Drive-strength map:
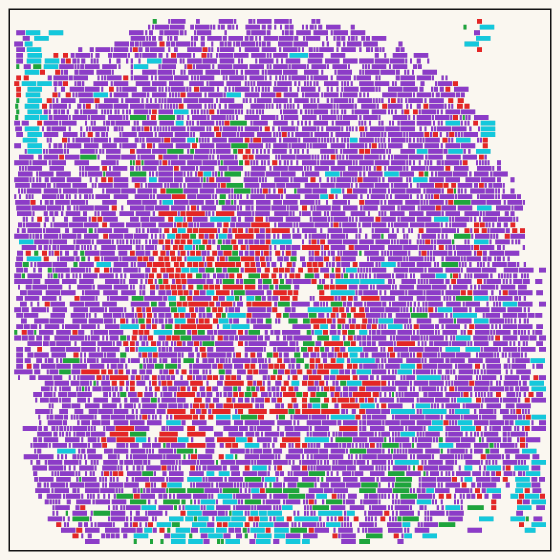
Placement view:
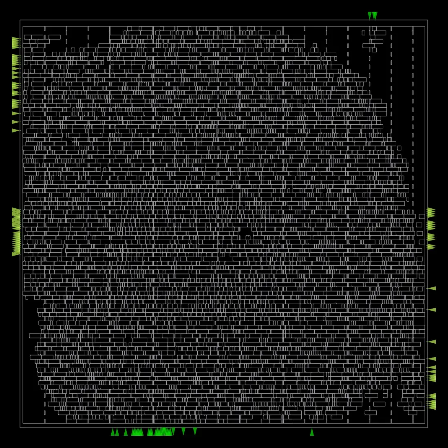
Cells colored by class:
Fill, decap, tap and diode cells in gray.
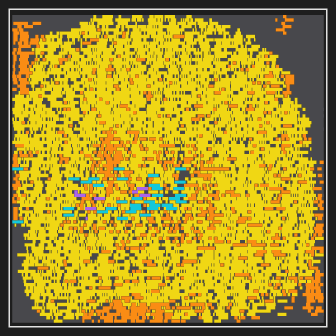
Routed metal, one color a layer:
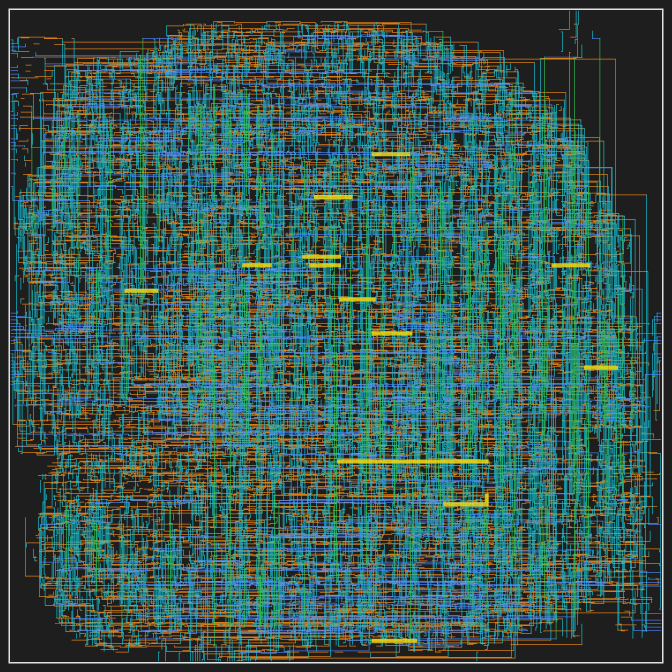
## src/rtl/muldiv_pkg.sv

```systemverilog
// Shared types and constants for the RV32M multiply/divide unit.
package muldiv_pkg;

  typedef enum logic [2:0] {
    OP_MUL    = 3'b000,
    OP_MULH   = 3'b001,
    OP_MULHSU = 3'b010,
    OP_MULHU  = 3'b011,
    OP_DIV    = 3'b100,
    OP_DIVU   = 3'b101,
    OP_REM    = 3'b110,
    OP_REMU   = 3'b111
  } md_op_e;

  typedef enum logic [1:0] {
    S_IDLE = 2'd0,
    S_DIV  = 2'd1,
    S_DONE = 2'd2
  } md_state_e;

  localparam int unsigned DIV_ITER  = 32;
  localparam logic [31:0] DIV0_QUOT = 32'hFFFF_FFFF;
  localparam logic [31:0] INT_MIN   = 32'h8000_0000;

endpackage

```

## src/rtl/muldiv_divcore.sv

```systemverilog
// Iterative restoring divider: one quotient bit per cycle on unsigned magnitudes,
// signs reapplied on the final step. Special cases are resolved by the caller.
module muldiv_divcore
  import muldiv_pkg::*;
#(
  parameter int unsigned XLEN = 32
) (
  input  logic            clk,
  input  logic            rst_n,
  input  logic            load,
  input  logic            step,
  input  logic            op_signed,
  input  logic            op_rem,
  input  logic [XLEN-1:0] dividend,
  input  logic [XLEN-1:0] divisor,
  output logic            last,
  output logic [XLEN-1:0] result
);

  localparam int unsigned CW = $clog2(DIV_ITER);

  logic [CW-1:0]   cnt_q, cnt_d;
  logic [XLEN-1:0] dvsr_q, dvsr_d;
  logic [XLEN-1:0] rem_q, rem_d;
  logic [XLEN-1:0] quo_q, quo_d;
  logic            neg_quo_q, neg_quo_d;
  logic            neg_rem_q, neg_rem_d;
  logic            rem_sel_q, rem_sel_d;

  logic [XLEN:0]   shifted;
  logic [XLEN:0]   diff;
  logic [XLEN-1:0] rem_step;
  logic [XLEN-1:0] quo_step;
  logic [XLEN-1:0] quo_fix;
  logic [XLEN-1:0] rem_fix;
  logic            a_neg;
  logic            b_neg;

  // quo_q doubles as the dividend shift register: its MSB feeds the remainder
  always_comb begin
    shifted = {rem_q, quo_q[XLEN-1]};
    diff    = shifted - {1'b0, dvsr_q};
    if (diff[XLEN]) begin
      rem_step = shifted[XLEN-1:0];
      quo_step = {quo_q[XLEN-2:0], 1'b0};
    end else begin
      rem_step = diff[XLEN-1:0];
      quo_step = {quo_q[XLEN-2:0], 1'b1};
    end
    quo_fix = neg_quo_q ? -quo_step : quo_step;
    rem_fix = neg_rem_q ? -rem_step : rem_step;
    result  = rem_sel_q ? rem_fix : quo_fix;
    last    = (cnt_q == CW'(DIV_ITER - 1));
  end

  always_comb begin
    cnt_d     = cnt_q;
    dvsr_d    = dvsr_q;
    rem_d     = rem_q;
    quo_d     = quo_q;
    neg_quo_d = neg_quo_q;
    neg_rem_d = neg_rem_q;
    rem_sel_d = rem_sel_q;
    a_neg     = op_signed & dividend[XLEN-1];
    b_neg     = op_signed & divisor[XLEN-1];
    if (load) begin
      cnt_d     = '0;
      rem_d     = '0;
      quo_d     = a_neg ? -dividend : dividend;
      dvsr_d    = b_neg ? -divisor : divisor;
      neg_quo_d = a_neg ^ b_neg;
      neg_rem_d = a_neg;
      rem_sel_d = op_rem;
    end else if (step) begin
      cnt_d = cnt_q + 1'b1;
      rem_d = rem_step;
      quo_d = quo_step;
    end
  end

  always_ff @(posedge clk or negedge rst_n) begin
    if (!rst_n) begin
      cnt_q     <= '0;
      dvsr_q    <= '0;
      rem_q     <= '0;
      quo_q     <= '0;
      neg_quo_q <= 1'b0;
      neg_rem_q <= 1'b0;
      rem_sel_q <= 1'b0;
    end else begin
      cnt_q     <= cnt_d;
      dvsr_q    <= dvsr_d;
      rem_q     <= rem_d;
      quo_q     <= quo_d;
      neg_quo_q <= neg_quo_d;
      neg_rem_q <= neg_rem_d;
      rem_sel_q <= rem_sel_d;
    end
  end

endmodule

```

## src/rtl/ex_muldiv.sv

```systemverilog
// EX-stage RV32M unit: single-cycle multiply, 32-step divide.
// Divide support is built only when MULDIV_DIV_EN is defined; otherwise divide ops return 0.
module ex_muldiv
  import muldiv_pkg::*;
#(
  parameter int unsigned XLEN = 32
) (
  input  logic            clk,
  input  logic            rst_n,
  input  logic            md_req,
  input  logic            flush,
  input  logic [2:0]      funct3,
  input  logic [XLEN-1:0] op_a,
  input  logic [XLEN-1:0] op_b,
  output logic            md_stall,
  output logic            md_done,
  output logic [XLEN-1:0] md_result
);

  md_state_e       state_q, state_d;
  logic            md_done_q, md_done_d;
  logic [XLEN-1:0] md_result_q, md_result_d;

  md_op_e            op;
  logic              sgn_a;
  logic              sgn_b;
  logic [2*XLEN-1:0] a_ext;
  logic [2*XLEN-1:0] b_ext;
  logic [2*XLEN-1:0] product;
  logic [XLEN-1:0]   mul_res;

  always_comb begin
    op      = md_op_e'(funct3);
    sgn_a   = (op == OP_MULH) || (op == OP_MULHSU);
    sgn_b   = (op == OP_MULH);
    a_ext   = {{XLEN{sgn_a & op_a[XLEN-1]}}, op_a};
    b_ext   = {{XLEN{sgn_b & op_b[XLEN-1]}}, op_b};
    product = a_ext * b_ext;
    mul_res = (op == OP_MUL) ? product[XLEN-1:0] : product[2*XLEN-1:XLEN];
  end

`ifdef MULDIV_DIV_EN
  logic            div_signed;
  logic            div_rem;
  logic            div_load;
  logic            div_step;
  logic            div_last;
  logic [XLEN-1:0] div_result;

  assign div_signed = (op == OP_DIV) || (op == OP_REM);
  assign div_rem    = (op == OP_REM) || (op == OP_REMU);

  muldiv_divcore #(
    .XLEN(XLEN)
  ) u_divcore (
    .clk      (clk),
    .rst_n    (rst_n),
    .load     (div_load),
    .step     (div_step),
    .op_signed(div_signed),
    .op_rem   (div_rem),
    .dividend (op_a),
    .divisor  (op_b),
    .last     (div_last),
    .result   (div_result)
  );
`endif

  always_comb begin
    state_d     = state_q;
    md_done_d   = 1'b0;
    md_result_d = md_result_q;
`ifdef MULDIV_DIV_EN
    div_load    = 1'b0;
    div_step    = 1'b0;
`endif
    case (state_q)
      S_IDLE: begin
        if (md_req) begin
          state_d   = S_DONE;
          md_done_d = 1'b1;
          if (!funct3[2]) begin
            md_result_d = mul_res;
          end else begin
`ifdef MULDIV_DIV_EN
            if (op_b == '0) begin
              md_result_d = funct3[1] ? op_a : DIV0_QUOT;
            end else if (div_signed && (op_a == INT_MIN) && (op_b == '1)) begin
              md_result_d = funct3[1] ? '0 : INT_MIN;
            end else begin
              div_load  = 1'b1;
              state_d   = S_DIV;
              md_done_d = 1'b0;
            end
`else
            md_result_d = '0;
`endif
          end
        end
      end
`ifdef MULDIV_DIV_EN
      S_DIV: begin
        div_step = 1'b1;
        if (div_last) begin
          md_result_d = div_result;
          state_d     = S_DONE;
          md_done_d   = 1'b1;
        end
      end
`endif
      S_DONE:  state_d = S_IDLE;
      default: state_d = S_IDLE;
    endcase
    // Flush overrides everything above, including an accept in the same cycle
    if (flush) begin
      state_d     = S_IDLE;
      md_done_d   = 1'b0;
      md_result_d = md_result_q;
`ifdef MULDIV_DIV_EN
      div_load    = 1'b0;
`endif
    end
  end

  always_ff @(posedge clk or negedge rst_n) begin
    if (!rst_n) begin
      state_q     <= S_IDLE;
      md_done_q   <= 1'b0;
      md_result_q <= '0;
    end else begin
      state_q     <= state_d;
      md_done_q   <= md_done_d;
      md_result_q <= md_result_d;
    end
  end

  assign md_stall  = md_req & (state_q != S_DONE);
  assign md_done   = md_done_q;
  assign md_result = md_result_q;

endmodule

```

## config.mk

```make
export PLATFORM = sky130hd
export DESIGN_NAME = ex_muldiv
export DESIGN_NICKNAME = d
export VERILOG_FILES = /design/src/rtl/muldiv_pkg.sv /design/src/rtl/muldiv_divcore.sv /design/src/rtl/ex_muldiv.sv
export SDC_FILE = /design/constraint.sdc
export NUM_CORES = 2
export LEC_CHECK = 0
export ABC_AREA = 0
export CAP_MARGIN = 40
export CORE_MARGIN = 1.5
export CORE_UTILIZATION = 60
export CTS_CLUSTER_SIZE = 10
export DETAILED_ROUTE_END_ITERATION = 12
export PLACE_DENSITY_LB_ADDON = 0.3
export REMOVE_ABC_BUFFERS = 1
export SYNTH_ARGS = -nofsm -noshare
export SYNTH_HDL_FRONTEND = slang
export SYNTH_HIERARCHICAL = 1
export SYNTH_SLANG_ARGS = --single-unit
```

## constraint.sdc

```tcl
create_clock -name clk -period 4.61 [get_ports clk]
set_input_delay 0.922 -clock clk [delete_from_list [all_inputs] [get_ports clk]]
set_output_delay 0.922 -clock clk [all_outputs]
set_load 0.02 [all_outputs]
```

==> flow_metrics.tcl <==
# implementation run metrics
set metrics [dict create \
    outcome "finished, violations left" \
    violations "setup timing" \
    synthesis.yosys.warnings 6 \
    cp_capture_point "md_result[29]$_DFFE_PN0P_" \
    clkTransAtPathRegs_ns 0.07 \
    io-pin-count 105 \
    critical_path.reg2reg.startpoint "state_q[1]$_DFFE_PN0P_" \
    cts.sinks 34 \
    top_layer "met5" \
    antenna_found_initial 16 \
    cp_startpoint "op_a[31]" \
    place_inst 5622 \
    dp_worst_setup_slack_ns -4.56 \
    combAreaFraction_pct 69.6 \
    xor_share_pct 1.53 \
    compound_cell_area_share_of_the_yosys_netlist_pct 4.39 \
    rr_worst_depth 8 \
    postSynthAreaPerCell_sq_um 9.00 \
    place_congestion 0.955 \
    clockBufferCount 6 \
    yosys.area.top_type "fa_1" \
    drive_above_1_share_pct 21.2 \
    unrepaired_setup_endpoints_after_global_routing "yes" \
    final_antenna_net_count 0 \
    setup_violations 32 \
    grt_pass1_wl_mm 205 \
    crit_buf_inv 8 \
    grt_start_max_net_pins 34 \
    r2r_slack_ns 2.00 \
    cts_root_buf "clkbuf_16" \
    dp_hpwl_mm 98.8 \
    setup.worst_path.start_class "primary input" \
    tool_warnings 27 \
    antenna_cells 2 \
    number_of_buffers_inserted_by_post_cts_setup_repair 161 \
    logic_depth_of_the_worst_path_buffers_included 28 \
    final.period_utilization_pct 186 \
    seqCellArea_sq_um 851 \
    synth-async-reset-ratio_pct 100 \
    average_vias_per_placed_instance 5.85 \
    cpMostUsedCell "fa_1" \
    postCtsHoldBufs 0 \
    inverters_excl_clock 1178 \
    final_setup_slack_of_the_worst_path_ns -3.98 \
    worst_path_largest_cell_delay_ns 0.56 \
    synth_simple_gate_area_share_pct 14.8 \
    synth.most_common_cell "inv_1" \
    comb_area_sq_um 34800 \
    drt-initial-drc-count 3251 \
    crit_required_ns 4.81 \
    ys_seq_elements 34 \
]
Back to the opening pictures, 'drive-strength map':
color	size	cells	share
green	_2 cells	222	4.4%
purple	_0 and _1 cells	3936	79%
cyan	_6 and larger	221	4.4%
red	_3 and _4 cells	619	12%
layout-stage area growth over the synthesis result: 26.4%
final setup slack of the worst path: -3.98 ns
cell area after layout: 50000 sq um
number of non-clock buffers in the layout: 828

Back to the opening pictures, 'placement view':
Core Region: 64800 sq um
number of filler instances in the final layout: 3928
Final Instance Count excl. Fillers: 5855
register fraction of the total cell area: 1.70%

Back to the opening pictures, 'cells colored by class':
color	class	cells
orange	other buffers and delay cells	828
yellow	combinational and other logic	4128
cyan	flops	34
purple	clock drivers and dummy loads	8

Back to the opening pictures, 'routed metal, one color a layer':
color	layer	wire length
green	metal 4	11600 microns
yellow	metal 5	223 microns
cyan	metal 2	62.6 mm
orange	metal 1	45.5 mm
blue	metal 3	18400 microns
global-route usage over all layers: 40.6%
post-detailed-routing wire length: 138 mm
total via count in the routed design: 34300
WL per Instance: 23.6 microns

